run_1/placement_by_type.png
Scale: 1.5 px per um.
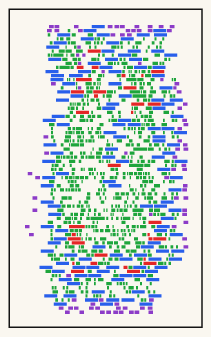
run_1/clocks.png
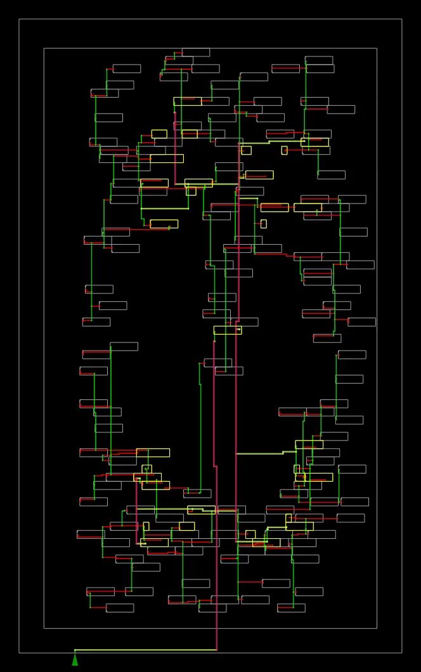
run_1/layer_met3.png
Scale: 2 px per um.
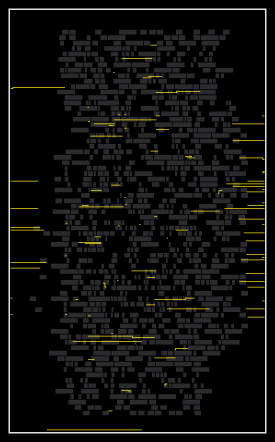
$ cat src/rtl/pe_acc_pkg.sv
// Shared state encoding and default sizing for the PE product accumulator.
package pe_acc_pkg;

    localparam int PE_N_DEF        = 16;
    localparam int PE_MULT_LAT_DEF = 3;
    localparam int PE_ACC_W_DEF    = 40;

    typedef enum logic {
        IDLE  = 1'b0,
        ACCUM = 1'b1
    } acc_state_t;

endpackage

$ cat src/rtl/pe_result_fifo.sv
// Two-entry result buffer; ent0 is always the head, so dout needs no read mux.
module pe_result_fifo #(
    parameter int W = 41
) (
    input  logic         clk,
    input  logic         rst,
    input  logic         push,
    input  logic [W-1:0] din,
    input  logic         pop,
    output logic [W-1:0] dout,
    output logic [1:0]   count
);

    logic [W-1:0] ent0, ent1;
    logic         do_pop, do_push;

    assign do_pop  = pop && (count != 2'd0);
    assign do_push = push && ((count != 2'd2) || do_pop);
    assign dout    = ent0;

    always_ff @(posedge clk or posedge rst) begin
        if (rst) begin
            ent0  <= '0;
            ent1  <= '0;
            count <= 2'd0;
        end else begin
            case ({do_push, do_pop})
                2'b10: begin
                    if (count == 2'd0) ent0 <= din;
                    else               ent1 <= din;
                    count <= count + 2'd1;
                end
                2'b01: begin
                    ent0  <= ent1;
                    count <= count - 2'd1;
                end
                // Simultaneous push/pop: occupancy unchanged, pushed value queues behind survivors.
                2'b11: begin
                    if (count == 2'd1) begin
                        ent0 <= din;
                    end else begin
                        ent0 <= ent1;
                        ent1 <= din;
                    end
                end
                default: ;
            endcase
        end
    end

endmodule

$ cat src/rtl/pe_product_accumulator.sv
// Dot-product accumulator behind a fixed-latency multiplier, with a 2-entry result buffer.
// Define PE_ACC_SATURATE_EN to clamp the accumulator on overflow instead of wrapping.
module pe_product_accumulator
    import pe_acc_pkg::*;
#(
    parameter int N        = PE_N_DEF,
    parameter int MULT_LAT = PE_MULT_LAT_DEF,
    parameter int ACC_W    = PE_ACC_W_DEF
) (
    input  logic             clk,
    input  logic             rst,
    input  logic             in_valid,
    input  logic             in_last,
    output logic             in_ready,
    input  logic [2*N-1:0]   prod,
    output logic             out_valid,
    input  logic             out_ready,
    output logic [ACC_W-1:0] out_data,
    output logic             out_ovf,
    output logic             err_drop
);

    localparam int PW = 2 * N;
    localparam int CW = $clog2(MULT_LAT + 4);

    acc_state_t        state;
    logic [ACC_W-1:0]  acc, acc_nxt, addend, sext, sum;
    logic              ovf_acc, ovf_now, ovf_nxt;
    logic [MULT_LAT:1] vld_pipe, last_pipe;
    logic              issue, tag_vld, tag_last, push;
    logic [CW-1:0]     lasts_inflight;
    logic [1:0]        fifo_count;

    assign issue    = in_valid && in_ready;
    assign tag_vld  = vld_pipe[MULT_LAT];
    assign tag_last = last_pipe[MULT_LAT];

    // Tag delay line: stage MULT_LAT lines up with prod for the same issue.
    always_ff @(posedge clk or posedge rst) begin
        if (rst) begin
            vld_pipe  <= '0;
            last_pipe <= '0;
        end else begin
            vld_pipe[1]  <= issue;
            last_pipe[1] <= issue && in_last;
            for (int i = 2; i <= MULT_LAT; i++) begin
                vld_pipe[i]  <= vld_pipe[i-1];
                last_pipe[i] <= last_pipe[i-1];
            end
        end
    end

    always_comb begin
        lasts_inflight = '0;
        for (int i = 1; i <= MULT_LAT; i++)
            lasts_inflight = lasts_inflight + CW'(vld_pipe[i] && last_pipe[i]);
    end

    // Every in-flight last will claim a buffer slot, so reserve them up front.
    assign in_ready = (CW'(fifo_count) + lasts_inflight) < CW'(2);

    assign sext    = {{(ACC_W-PW){prod[PW-1]}}, prod};
    assign addend  = (state == ACCUM) ? acc : '0;
    assign sum     = addend + sext;
    assign ovf_now = (addend[ACC_W-1] == sext[ACC_W-1]) && (sum[ACC_W-1] != addend[ACC_W-1]);
    assign ovf_nxt = ((state == ACCUM) && ovf_acc) || ovf_now;

`ifdef PE_ACC_SATURATE_EN
    localparam logic [ACC_W-1:0] ACC_MAX = {1'b0, {(ACC_W-1){1'b1}}};
    localparam logic [ACC_W-1:0] ACC_MIN = {1'b1, {(ACC_W-1){1'b0}}};
    assign acc_nxt = ovf_now ? (addend[ACC_W-1] ? ACC_MIN : ACC_MAX) : sum;
`else
    assign acc_nxt = sum;
`endif

    assign push = tag_vld && tag_last;

    always_ff @(posedge clk or posedge rst) begin
        if (rst) begin
            state   <= IDLE;
            acc     <= '0;
            ovf_acc <= 1'b0;
        end else if (tag_vld) begin
            if (tag_last) begin
                state   <= IDLE;
                acc     <= '0;
                ovf_acc <= 1'b0;
            end else begin
                state   <= ACCUM;
                acc     <= acc_nxt;
                ovf_acc <= ovf_nxt;
            end
        end
    end

    always_ff @(posedge clk or posedge rst) begin
        if (rst)                       err_drop <= 1'b0;
        else if (in_valid && !in_ready) err_drop <= 1'b1;
    end

    pe_result_fifo #(
        .W(ACC_W + 1)
    ) u_fifo (
        .clk  (clk),
        .rst  (rst),
        .push (push),
        .din  ({ovf_nxt, acc_nxt}),
        .pop  (out_ready),
        .dout ({out_ovf, out_data}),
        .count(fifo_count)
    );

    assign out_valid = (fifo_count != 2'd0);

endmodule

$ cat config.mk
export PLATFORM = sky130hd
export DESIGN_NAME = pe_product_accumulator
export DESIGN_NICKNAME = d
export VERILOG_FILES = /design/src/rtl/pe_acc_pkg.sv /design/src/rtl/pe_result_fifo.sv /design/src/rtl/pe_product_accumulator.sv
export SDC_FILE = /design/constraint.sdc
export NUM_CORES = 1
export LEC_CHECK = 0
export CAP_MARGIN = 10
export CORE_ASPECT_RATIO = 1.75
export CORE_MARGIN = 8
export CORE_UTILIZATION = 39
export CTS_CLUSTER_SIZE = 28
export DETAILED_ROUTE_END_ITERATION = 7
export PLACE_DENSITY = 0.58
export SLEW_MARGIN = 20
export SYNTH_ARGS = -nofsm -noshare
export SYNTH_HDL_FRONTEND = slang
export SYNTH_HIERARCHICAL = 1
export SYNTH_SLANG_ARGS = --single-unit
$ cat constraint.sdc
create_clock -name clk -period 5.8 [get_ports clk]
set_input_delay 0.58 -clock clk [delete_from_list [all_inputs] [get_ports clk]]
set_output_delay 0.58 -clock clk [all_outputs]
set_load 0.01 [all_outputs]
==> impl_metrics.xml, run 1 <==
<?xml version="1.0" encoding="UTF-8"?>
<metrics>
  <group name="cts">
    <metric name="ctsLongestPathBuffers" unit="">2</metric>
    <metric name="clk-insertion-delay-late" unit="ns">0.43</metric>
    <metric name="cts_inserted_buffers" unit="">17</metric>
    <metric name="hold_buffers_post_cts" unit="">0</metric>
    <metric name="cts_htree_levels" unit="">4</metric>
  </group>
  <group name="sta">
    <metric name="slew_headroom" unit="%">35.9</metric>
    <metric name="worst-slew-pin-transition" unit="ns">0.962</metric>
    <metric name="period_used_share" unit="%">71.3</metric>
    <metric name="layout_min_cycle_time" unit="ns">4.14</metric>
    <metric name="final-setup-viol-count" unit="">0</metric>
    <metric name="rsz0062_at_grt" unit="">false</metric>
    <metric name="finalHoldViolations" unit="">0</metric>
  </group>
  <group name="worst_setup_path">
    <metric name="cp_top_family" unit="">adder cells</metric>
    <metric name="timing.reg2reg.worst_path_depth" unit="">14</metric>
    <metric name="endpoint" unit="">in_ready</metric>
    <metric name="r2r-start" unit="">state</metric>
    <metric name="cp_data_arrival_time" unit="ns">3.56</metric>
  </group>
  <group name="synthesis">
    <metric name="post_synth_most_frequent_cells" unit="">dfrtp_1, nand3_1, o21ai_0</metric>
    <metric name="synth_area_per_cell" unit="um2">9.61</metric>
    <metric name="synth.most_common_cell" unit="">dfrtp_1</metric>
    <metric name="chip_area_estimate_from_yosys_synthesis" unit="mm2">0.00848</metric>
    <metric name="netlist-cell-type-count" unit="">72</metric>
    <metric name="synth-edff-count" unit="">0</metric>
    <metric name="synth-async-reset-ratio" unit="%">100</metric>
    <metric name="ff_type" unit="">dfrtp_1</metric>
    <metric name="synth.cellmix.adderShare" unit="%">6.91</metric>
    <metric name="synthTopLogicFamily" unit="">AND-OR/OR-AND gates</metric>
    <metric name="simple_gate_area_share" unit="%">16.4</metric>
    <metric name="synthMuxAreaShare" unit="%">6.05</metric>
    <metric name="area_leaders" unit="">dfrtp_1, ha_1, mux2_2</metric>
    <metric name="netlist.top_cell.by_area" unit="">dfrtp_1</metric>
  </group>
  <group name="grt">
    <metric name="grt_pass1_vias" unit="">7237</metric>
    <metric name="overflow" unit="">0</metric>
    <metric name="grtUsageMet1" unit="%">19.9</metric>
    <metric name="grt_use_met2" unit="%">34.9</metric>
  </group>
  <group name="hold_path">
    <metric name="worst_hold_path.num_cells" unit="">0</metric>
    <metric name="worst_hold_startpoint" unit="">last_pipe[2]</metric>
  </group>
  <group name="power_and_ir_drop">
    <metric name="clockNetworkPower" unit="mW">1.10</metric>
    <metric name="comb_power" unit="mW">3.51</metric>
    <metric name="switching_power" unit="mW">2.65</metric>
    <metric name="seqPwrFrac" unit="%">25.9</metric>
    <metric name="maxPowerGroup" unit="">combinational cells</metric>
  </group>
  <group name="cells_and_area">
    <metric name="fin_cells" unit="">1226</metric>
    <metric name="layout-area-overhead-vs-synth" unit="%">17.8</metric>
    <metric name="layout.area.top_class" unit="">multi-input combinational cells</metric>
    <metric name="comb_multi_in" unit="">659</metric>
    <metric name="finalCoreUtilization" unit="%">46.6</metric>
    <metric name="most_frequently_placed_logic_cell_in_the_final_layout" unit="">dfrtp_1</metric>
    <metric name="n_antenna_cell" unit="">0</metric>
    <metric name="num-fill-cells" unit="">2079</metric>
    <metric name="final_layout_top_logic_cells" unit="">dfrtp_1, clkdlybuf4s50_1, nand3_1</metric>
    <metric name="post_route_cells_drive_above_1_share" unit="%">13.2</metric>
    <metric name="comb_share" unit="%">47.4</metric>
  </group>
  <group name="floorplanning">
    <metric name="fp.coreArea" unit="mm2">0.0214</metric>
    <metric name="fp.dieW" unit="um">127</metric>
    <metric name="design.portCount" unit="">81</metric>
    <metric name="die-height" unit="um">211</metric>
  </group>
  <group name="route">
    <metric name="dr_wl_met3" unit="um">763</metric>
    <metric name="final_routed_wirelength_across_all_metal_layers" unit="mm">24.1</metric>
    <metric name="route.met2.wl" unit="mm">13.2</metric>
    <metric name="drc_errors" unit="">0</metric>
    <metric name="detailedRoute.firstIterationViolations" unit="">384</metric>
  </group>
  <group name="job">
    <metric name="stage_log_warnings" unit="">28</metric>
  </group>
  <group name="placement">
    <metric name="place.gp.congestion" unit="">0.949</metric>
  </group>
  <group name="run_status">
    <metric name="status" unit="">finished, final reports clean</metric>
  </group>
</metrics>
-- placement_by_type.png (at the start) --
purple -> other buffers and delay cells  # cells 91, share of their area 9.2%
blue -> flops  # cells 133, share of their area 35%
green -> combinational and other logic  # cells 678, share of their area 50%
red -> clock drivers and dummy loads  # cells 32, share of their area 6.2%

-- clocks.png (at the start) --
Layout Skew: 0.00952 ns
clock sink total: 133
clock buffers: 20

-- layer_met3.png (at the start) --
longest straight run = 47.2 um
main direction = horizontal
wire length on this layer = 764 um
share of all routed wire = 3.2%

==> run 2, diff against run 1 <==
PLACE_DENSITY = 0.6   (was 0.58)
clock period = 3.45 ns   (was 5.8 ns; I/O delays follow)
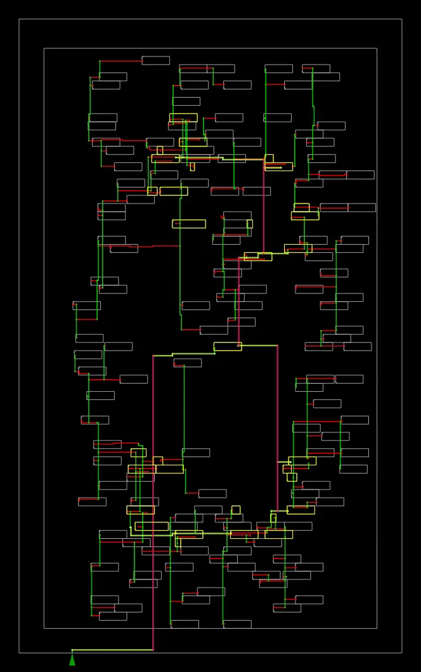
run_2/clocks.png
Clock Power: 1.81 mW
cts bufs inserted: 17
final sequential cell count: 133

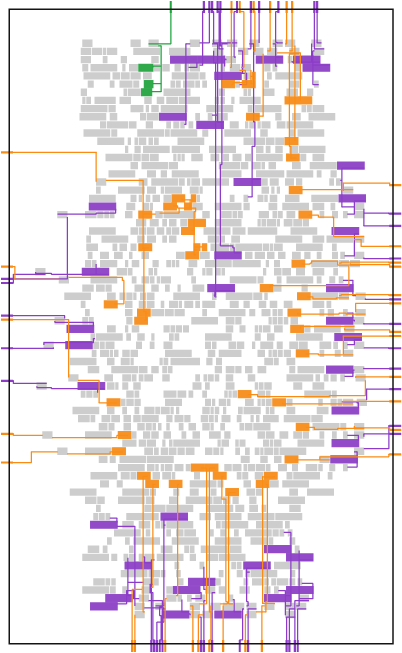
run_2/io_fan.png
Scale: 3 px per um.
orange -> prod  # bits 32, direction input, edge 12 east, 9 south, 6 north, 5 west, end cells 45, wire 1560 um
purple -> out_data  # bits 40, direction output, edge 14 south, 11 north, 10 east, 5 west, end cells 40, wire 1400 um
green -> out_ready  # bits 1, direction input, edge north, end cells 3, wire 43.7 um

==> run 2 against run 1 <==
Compared with the run above:
- total power increased by 78%
- non-clock buffer count rose by 58
- final area rose by 5.8%
- routed wire length increased by 3.1%
- die size is the same
- synthesized cell count is the same
- worst setup slack got worse by 1.5 ns
- core utilization is 2.7 points higher
- largest cell class unchanged
==> impl_metrics.xml, run 2 <==
<?xml version="1.0" encoding="UTF-8"?>
<metrics>
  <group name="route">
    <metric name="detailedRoute.firstIterationViolations" unit="">414</metric>
    <metric name="top_layer" unit="">met4</metric>
    <metric name="drc_errors" unit="">0</metric>
    <metric name="number_of_iterations_in_the_first_detailed_routing_pass" unit="">4</metric>
    <metric name="final_routed_wirelength_across_all_metal_layers" unit="mm">24.9</metric>
    <metric name="wire_length_on_met1" unit="mm">9.40</metric>
    <metric name="wl_per_cell" unit="um">19.4</metric>
    <metric name="dr_wl_met3" unit="um">864</metric>
    <metric name="drt-vias-per-instance" unit="">5.60</metric>
    <metric name="route.met2.wl" unit="mm">13.9</metric>
  </group>
  <group name="worst_setup_path">
    <metric name="path_cells" unit="">buf_12 -&gt; and2_1 -&gt; ha_1 -&gt; buf_4 -&gt; a221oi_4 -&gt; a21oi_2 -&gt; o311a_1 -&gt; o21ai_4 -&gt; o21ai_4 -&gt; xor2_1 -&gt; o21ai_0 -&gt; a31oi_1</metric>
    <metric name="worst_setup_path_end_kind" unit="">register</metric>
    <metric name="crit_path_top_delay_cell" unit="">dfrtp_2</metric>
    <metric name="timing.reg2reg.worst_path_depth" unit="">12</metric>
    <metric name="r2r-start" unit="">state</metric>
    <metric name="cp_top_family" unit="">AND-OR/OR-AND gates</metric>
    <metric name="worstPathRequired" unit="ns">3.79</metric>
    <metric name="cp_max_fo" unit="">17</metric>
    <metric name="cp.depth" unit="">12</metric>
    <metric name="worst_path_largest_cell_delay" unit="ns">0.45</metric>
    <metric name="r2r_setup_slack" unit="ns">0.16</metric>
    <metric name="cpMostUsedCell" unit="">o21ai_4</metric>
    <metric name="worstSetupStartpoint" unit="">state</metric>
    <metric name="critPathBufInv" unit="">2</metric>
    <metric name="endpoint" unit="">u_fifo/dout[29]</metric>
    <metric name="critical_path.reg2reg.endpoint" unit="">u_fifo/dout[29]</metric>
    <metric name="path_class" unit="">register to register</metric>
    <metric name="cp_data_arrival_time" unit="ns">3.63</metric>
    <metric name="worst_setup_path_start_kind" unit="">register</metric>
  </group>
  <group name="cells_and_area">
    <metric name="num-fill-cells" unit="">2012</metric>
    <metric name="comb_share" unit="%">45.8</metric>
    <metric name="num-nonclk-buffers" unit="">149</metric>
    <metric name="layout.area.top_class" unit="">multi-input combinational cells</metric>
    <metric name="most_frequently_placed_logic_cell_in_the_final_layout" unit="">dfrtp_1</metric>
    <metric name="post_route_cells_drive_above_1_share" unit="%">19.6</metric>
    <metric name="total_non_filler_cell_area_in_the_finished_layout" unit="mm2">0.0106</metric>
    <metric name="final_layout_top_logic_cells" unit="">dfrtp_1, clkdlybuf4s50_1, buf_4</metric>
    <metric name="fin_cells" unit="">1284</metric>
    <metric name="clkbuf_count" unit="">20</metric>
    <metric name="finalCoreUtilization" unit="%">49.3</metric>
    <metric name="area.sequential" unit="mm2">0.00333</metric>
    <metric name="comb_multi_in" unit="">659</metric>
    <metric name="n_antenna_cell" unit="">0</metric>
    <metric name="layout-area-overhead-vs-synth" unit="%">24.6</metric>
    <metric name="inverters" unit="">19</metric>
    <metric name="sh_seq_area" unit="%">31.5</metric>
  </group>
  <group name="power_and_ir_drop">
    <metric name="clock_power_share" unit="%">16.3</metric>
    <metric name="powerDensity" unit="mW/mm2">1050</metric>
    <metric name="vdd_ir_drop_max" unit="V">0.000411</metric>
    <metric name="seqPwrFrac" unit="%">23.9</metric>
    <metric name="power.static_leakage" unit="nW">4.61</metric>
    <metric name="power.share.switching" unit="%">41.8</metric>
    <metric name="maxPowerGroup" unit="">combinational cells</metric>
    <metric name="comb_power" unit="mW">6.63</metric>
    <metric name="switching_power" unit="mW">4.63</metric>
  </group>
  <group name="sta">
    <metric name="final-setup-viol-count" unit="">0</metric>
    <metric name="clock-skew-final" unit="ns">0.0115</metric>
    <metric name="layout_min_cycle_time" unit="ns">3.29</metric>
    <metric name="worst-slew-pin-transition" unit="ns">0.961</metric>
    <metric name="finalHoldViolations" unit="">0</metric>
    <metric name="rsz0062_at_grt" unit="">false</metric>
    <metric name="setup_tns_final" unit="ns">0</metric>
    <metric name="slew_headroom" unit="%">35.9</metric>
    <metric name="maxSlewViolCount" unit="">0</metric>
    <metric name="period_used_share" unit="%">95.5</metric>
  </group>
  <group name="floorplanning">
    <metric name="num_tap_cells" unit="">292</metric>
    <metric name="fp.dieW" unit="um">127</metric>
    <metric name="die-height" unit="um">211</metric>
    <metric name="fp.coreArea" unit="mm2">0.0214</metric>
    <metric name="dieArea" unit="mm2">0.0269</metric>
    <metric name="design.portCount" unit="">81</metric>
  </group>
  <group name="cts">
    <metric name="cts.sink_count" unit="">133</metric>
    <metric name="hold_buffers_post_cts" unit="">0</metric>
    <metric name="cts_tree" unit="">built</metric>
    <metric name="cts_htree_levels" unit="">4</metric>
    <metric name="clk-insertion-delay-late" unit="ns">0.42</metric>
    <metric name="cts.root.buffer_cell" unit="">clkbuf_16</metric>
    <metric name="number_of_gates_given_a_new_drive_strength_after_cts" unit="">0</metric>
    <metric name="ctsLongestPathBuffers" unit="">2</metric>
  </group>
  <group name="synthesis">
    <metric name="synth.most_common_cell" unit="">dfrtp_1</metric>
    <metric name="synth-seq-area-share" unit="%">39.3</metric>
    <metric name="synth.cellmix.xorXnorShare" unit="%">3.93</metric>
    <metric name="synthesis.instances" unit="">882</metric>
    <metric name="synthTopLogicFamily" unit="">AND-OR/OR-AND gates</metric>
    <metric name="netlist.top_cell.by_area" unit="">dfrtp_1</metric>
    <metric name="netlist-cell-type-count" unit="">72</metric>
    <metric name="synth.cellmix.adderShare" unit="%">6.91</metric>
    <metric name="ff_type" unit="">dfrtp_1</metric>
    <metric name="synth.yosys.warnings" unit="">6</metric>
    <metric name="synth-async-reset-ratio" unit="%">100</metric>
    <metric name="post_synth_most_frequent_cells" unit="">dfrtp_1, nand3_1, o21ai_0</metric>
    <metric name="synth_area_per_cell" unit="um2">9.61</metric>
    <metric name="synth-edff-count" unit="">0</metric>
    <metric name="post_synth_ao_oa_area_fraction" unit="%">22.5</metric>
    <metric name="area_leaders" unit="">dfrtp_1, ha_1, mux2_2</metric>
    <metric name="synth-seq-cells" unit="">133</metric>
    <metric name="simple_gate_area_share" unit="%">16.4</metric>
    <metric name="synthMuxAreaShare" unit="%">6.05</metric>
    <metric name="synth_area" unit="mm2">0.00848</metric>
    <metric name="chip_area_estimate_from_yosys_synthesis" unit="mm2">0.00848</metric>
  </group>
  <group name="run_status">
    <metric name="status" unit="">finished, final reports clean</metric>
  </group>
  <group name="grt">
    <metric name="maximum_number_of_pins_on_one_net_before_global_route_repair" unit="">85</metric>
    <metric name="gr-max-usage-layer" unit="">met2</metric>
    <metric name="grt_use_met2" unit="%">36.8</metric>
    <metric name="overflow" unit="">0</metric>
    <metric name="grtUsageMet1" unit="%">19.9</metric>
    <metric name="wire_length_of_the_first_global_routing_pass" unit="mm">40.7</metric>
    <metric name="grt_pass1_vias" unit="">7705</metric>
  </group>
  <group name="placement">
    <metric name="number_of_cells_in_the_design_after_placement" unit="">1249</metric>
    <metric name="place.gp.congestion" unit="">0.930</metric>
    <metric name="buffer_ports.inserted" unit="">80</metric>
    <metric name="postPlaceCellArea" unit="mm2">0.00985</metric>
  </group>
  <group name="job">
    <metric name="stage_log_warnings" unit="">28</metric>
    <metric name="timing.max_cap.violations" unit="">0</metric>
  </group>
</metrics>
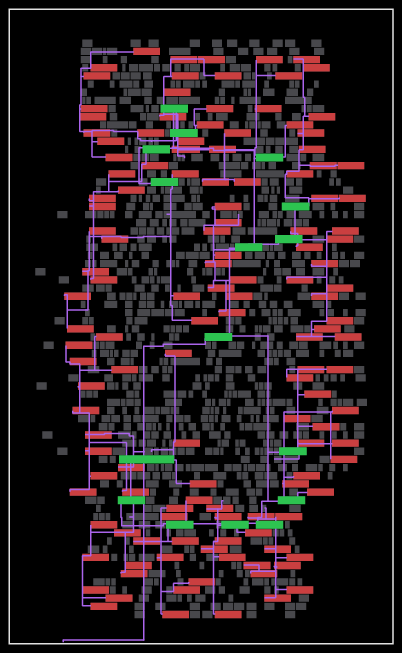
run_2/clk_routes.png
Scale: 3 px per um.
green -> clock drivers  # count 17
purple -> clock wires  # length 1960 um
red -> flip-flops  # count 133
routed clock nets = 18

No activity file was given, so power comes from the tool's default toggle rates.
